==> config.mk <==
export PLATFORM = sky130hd
export DESIGN_NAME = card_display_bank
export DESIGN_NICKNAME = d
export VERILOG_FILES = /design/src/rtl/card_display_bank.sv
export SDC_FILE = /design/constraint.sdc
export NUM_CORES = 1
export LEC_CHECK = 0
export ABC_AREA = 1
export CORE_MARGIN = 1.5
export CORE_UTILIZATION = 49
export CTS_CLUSTER_DIAMETER = 40
export DETAILED_ROUTE_END_ITERATION = 10
export PLACE_DENSITY = 0.76
export SLEW_MARGIN = 20
export SYNTH_ARGS = -nofsm -noshare
export SYNTH_HDL_FRONTEND = slang
export SYNTH_SLANG_ARGS = --single-unit
==> constraint.sdc <==
create_clock -name clk -period 1.6 [get_ports clk]
set_clock_uncertainty 0.1 [all_clocks]
set_input_delay 0.16 -clock clk [delete_from_list [all_inputs] [get_ports clk]]
set_output_delay 0.16 -clock clk [all_outputs]
set_load 0.01 [all_outputs]
==> src/rtl/card_display_bank.sv <==
// card_display_bank: bank of dealt-card registers, each driving one active-low
// 7-segment digit. Cards are loaded over a valid/ready port. The bank also
// provides a registered decode, a multi-cycle clear sweep, blinking of the
// most recently dealt card, and a sticky flag for out-of-range slot loads.
//
// Ports:
//   clk, resetb          clock, asynchronous active-low reset
//   load_valid/ready     load handshake (load_ready is combinational)
//   load_slot, load_card target slot index and card code (0 none, 1..13, 14/15 invalid)
//   clear_all            pulse that starts the slot-by-slot clear sweep
//   blink_en             enables blanking of the most recently loaded slot
//   card_out             stored codes, 4 bits per slot
//   hex_out              segments {g,f,e,d,c,b,a}, active-low, 7 bits per slot
//   busy                 high while the clear sweep runs
//   err_slot             sticky: a load targeted a nonexistent slot
module card_display_bank #(
    parameter int unsigned NUM_SLOTS     = 6,
    parameter int unsigned BLINK_HALF    = 25000000,
    parameter int unsigned BLINK_FLASHES = 3,
    localparam int unsigned SLOT_W       = (NUM_SLOTS > 1) ? $clog2(NUM_SLOTS) : 1
) (
    input  logic                   clk,
    input  logic                   resetb,
    input  logic                   load_valid,
    output logic                   load_ready,
    input  logic [SLOT_W-1:0]      load_slot,
    input  logic [3:0]             load_card,
    input  logic                   clear_all,
    input  logic                   blink_en,
    output logic [4*NUM_SLOTS-1:0] card_out,
    output logic [7*NUM_SLOTS-1:0] hex_out,
    output logic                   busy,
    output logic                   err_slot
);

    localparam int unsigned CNT_W  = $clog2(BLINK_HALF + 1);
    localparam int unsigned PH_MAX = 2 * BLINK_FLASHES;
    localparam int unsigned PH_W   = (PH_MAX > 0) ? $clog2(PH_MAX + 1) : 1;

    localparam logic [SLOT_W-1:0] LAST_SLOT = SLOT_W'(NUM_SLOTS - 1);
    localparam logic [SLOT_W:0]   SLOT_LIM  = (SLOT_W + 1)'(NUM_SLOTS);
    localparam logic [CNT_W-1:0]  CNT_LAST  = CNT_W'(BLINK_HALF - 1);
    localparam logic [PH_W-1:0]   PH_START  = PH_W'(PH_MAX);

    typedef enum logic {
        IDLE  = 1'b0,
        CLEAR = 1'b1
    } state_t;

    state_t                        state_q, state_d;
    logic [NUM_SLOTS-1:0][3:0]     card_q;
    logic [NUM_SLOTS-1:0][6:0]     hex_q;
    logic [SLOT_W-1:0]             clear_idx_q;
    logic [SLOT_W-1:0]             fresh_q;
    logic [CNT_W-1:0]              phase_cnt_q;
    logic [PH_W-1:0]               phases_q;
    logic                          busy_q;
    logic                          err_q;

    logic accept;
    logic legal;
    logic clear_done;
    logic blank_now;

    // Active-low glyphs; 14/15 show an error glyph.
    function automatic logic [6:0] decode(input logic [3:0] c);
        logic [6:0] seg;
        case (c)
            4'd0:    seg = 7'b1111111;
            4'd1:    seg = 7'b0001000;
            4'd2:    seg = 7'b0100100;
            4'd3:    seg = 7'b0110000;
            4'd4:    seg = 7'b0011001;
            4'd5:    seg = 7'b0010010;
            4'd6:    seg = 7'b0000010;
            4'd7:    seg = 7'b1111000;
            4'd8:    seg = 7'b0000000;
            4'd9:    seg = 7'b0010000;
            4'd10:   seg = 7'b1000000;
            4'd11:   seg = 7'b1100001;
            4'd12:   seg = 7'b0011000;
            4'd13:   seg = 7'b0001001;
            default: seg = 7'b0001110;
        endcase
        return seg;
    endfunction

    // Handshake qualifiers; clear_all blocks a same-cycle load.
    always_comb begin
        load_ready = (state_q == IDLE) && !clear_all;
        accept     = load_valid && load_ready;
        legal      = ({1'b0, load_slot} < SLOT_LIM);
        clear_done = (state_q == CLEAR) && (clear_idx_q == LAST_SLOT);
        // Even remaining-phase counts are the blank phases (first phase is blank).
        blank_now  = (phases_q != '0) && !phases_q[0];
    end

    // Next-state logic.
    always_comb begin
        state_d = state_q;
        case (state_q)
            IDLE:    if (clear_all) state_d = CLEAR;
            CLEAR:   if (clear_done) state_d = IDLE;
            default: state_d = IDLE;
        endcase
    end

    // State register.
    always_ff @(posedge clk or negedge resetb) begin
        if (!resetb) begin
            state_q <= IDLE;
        end else begin
            state_q <= state_d;
        end
    end

    // Card storage, clear sweep pointer and flags.
    always_ff @(posedge clk or negedge resetb) begin
        if (!resetb) begin
            card_q      <= '0;
            clear_idx_q <= '0;
            busy_q      <= 1'b0;
            err_q       <= 1'b0;
        end else begin
            busy_q <= (state_d == CLEAR);
            if (state_q == CLEAR) begin
                card_q[clear_idx_q] <= 4'd0;
                clear_idx_q         <= clear_done ? '0 : clear_idx_q + SLOT_W'(1);
            end else begin
                clear_idx_q <= '0;
                if (accept && legal) begin
                    card_q[load_slot] <= load_card;
                end
            end
            if (clear_done) begin
                err_q <= 1'b0;
            end else if (accept && !legal) begin
                err_q <= 1'b1;
            end
        end
    end

    // Blink sequencer: phase timer plus remaining-phase count for the fresh slot.
    always_ff @(posedge clk or negedge resetb) begin
        if (!resetb) begin
            fresh_q     <= '0;
            phase_cnt_q <= '0;
            phases_q    <= '0;
        end else if (accept && legal) begin
            fresh_q     <= load_slot;
            phase_cnt_q <= '0;
            phases_q    <= PH_START;
        end else if (clear_done) begin
            phase_cnt_q <= '0;
            phases_q    <= '0;
        end else if (phases_q != '0) begin
            if (phase_cnt_q == CNT_LAST) begin
                phase_cnt_q <= '0;
                phases_q    <= phases_q - PH_W'(1);
            end else begin
                phase_cnt_q <= phase_cnt_q + CNT_W'(1);
            end
        end
    end

    // Registered decode, blanking the fresh slot during blank phases.
    always_ff @(posedge clk or negedge resetb) begin
        if (!resetb) begin
            hex_q <= '1;
        end else begin
            for (int i = 0; i < int'(NUM_SLOTS); i++) begin
                if (blink_en && blank_now && (fresh_q == SLOT_W'(i))) begin
                    hex_q[i] <= 7'b1111111;
                end else begin
                    hex_q[i] <= decode(card_q[i]);
                end
            end
        end
    end

    assign card_out = card_q;
    assign hex_out  = hex_q;
    assign busy     = busy_q;
    assign err_slot = err_q;

endmodule

==> results.cfg <==
; generated from flow reports
[place]
dp_slack_ps = -260

[clock_network]
cts_buffer_depth = 2
htreeDepth = 3
clock_sinks = 102
cts_buffers = 9
cts_post_setup_buffers_inserted = 19
cts_tree = done

[synth]
ys_sh_simple_pct = 26.1
top_cells_by_count = 112 x nand2_1, 86 x nor2_1, 84 x inv_1
ys.warnings.count = 0
ff_type = dfrtp_1
yosysTopAreaCellShare_pct = 27.8
floorplan.nets = 688

[final_layout]
syn_to_final_growth_pct = 39.0
comb_share_pct = 34.7
n_all_inverters = 85

[job]
maxCapViolCount = 0

[sta]
setup_viol = 28
setup_ws_ps = -62.0
hold_violations = 0

[power_and_ir_drop]
powerDensity_mw_per_mm2 = 1290
comb-power_mw = 4.45
p_int_mw = 5.96
leakagePower_nw = 3.61

[run_status]
violations = negative setup slack
outcome = finished with violations

[worst_setup_path]
path_common_cell = nand2_1

[die]
die_w_um = 108

[drt]
ant_nets = 0
[per-layer routing]
metal | wire [um] | up-vias | track usage [%]
met3 | 610 | 40 | 4.52
met2 | 7710 | 140 | 45.0
li1 | - | 2532 | -
met5 | 0 | - | 0
met1 | 6100 | 2563 | 31.6
met4 | 473 | 0 | 12.6
[worst min-delay path: cells and delay by family]
kind	cells	cell delay [ps]
buffers and inverters	3	980
[worst paths after layout]
check	startpoint	to	slack [ps]	cells after the start
setup / recovery	phases_q[0]	phase_cnt_q[17]	-60	10
hold / removal	resetb	phase_cnt_q[19]	210	3
setup reg to reg	phases_q[0]	phase_cnt_q[17]	-60	10
hold reg to reg	err_slot	err_slot	400	1
max in group asynchronous	resetb	card_out[19]	690	3
min in group clk	err_slot	err_slot	400	1
### Placement by cell class

(3 px per um) Fill, decap, tap and diode cells in grey.
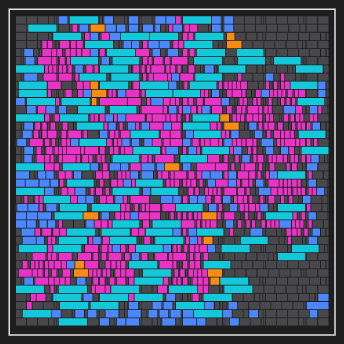
Key: other buffers and delay cells = blue [cells 186, share of their area 22%]; clock drivers and dummy loads = orange [cells 16, share of their area 2.4%]; flip-flops = cyan [cells 102, share of their area 36%]; all other logic = magenta [cells 534, share of their area 40%]
Seq/total area: 34.9%
Rows: 38
Core Area: 0.0108 mm^2
Final Cell Area: 0.00752 mm^2

### Clock network drawn from the DEF

(6 px per um)
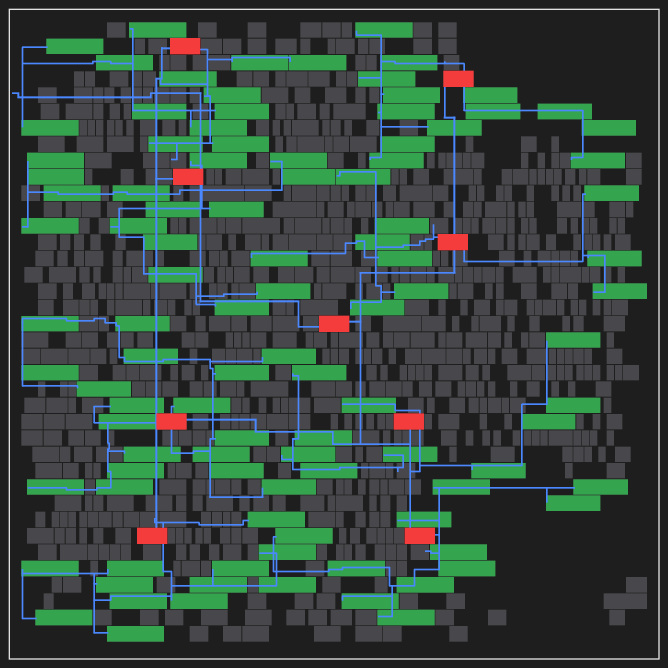
Key: flip-flops = green [count 102]; clock wires = blue [length 1320 um]; cells driving clock nets = red [count 9]
Position of the flops: widely spread.
Clock group: 1.57 mW
Clk pwr share: 16.2%
Worst-Skew Late Latency: 400 ps

Power is estimated from default activity; no workload was simulated.
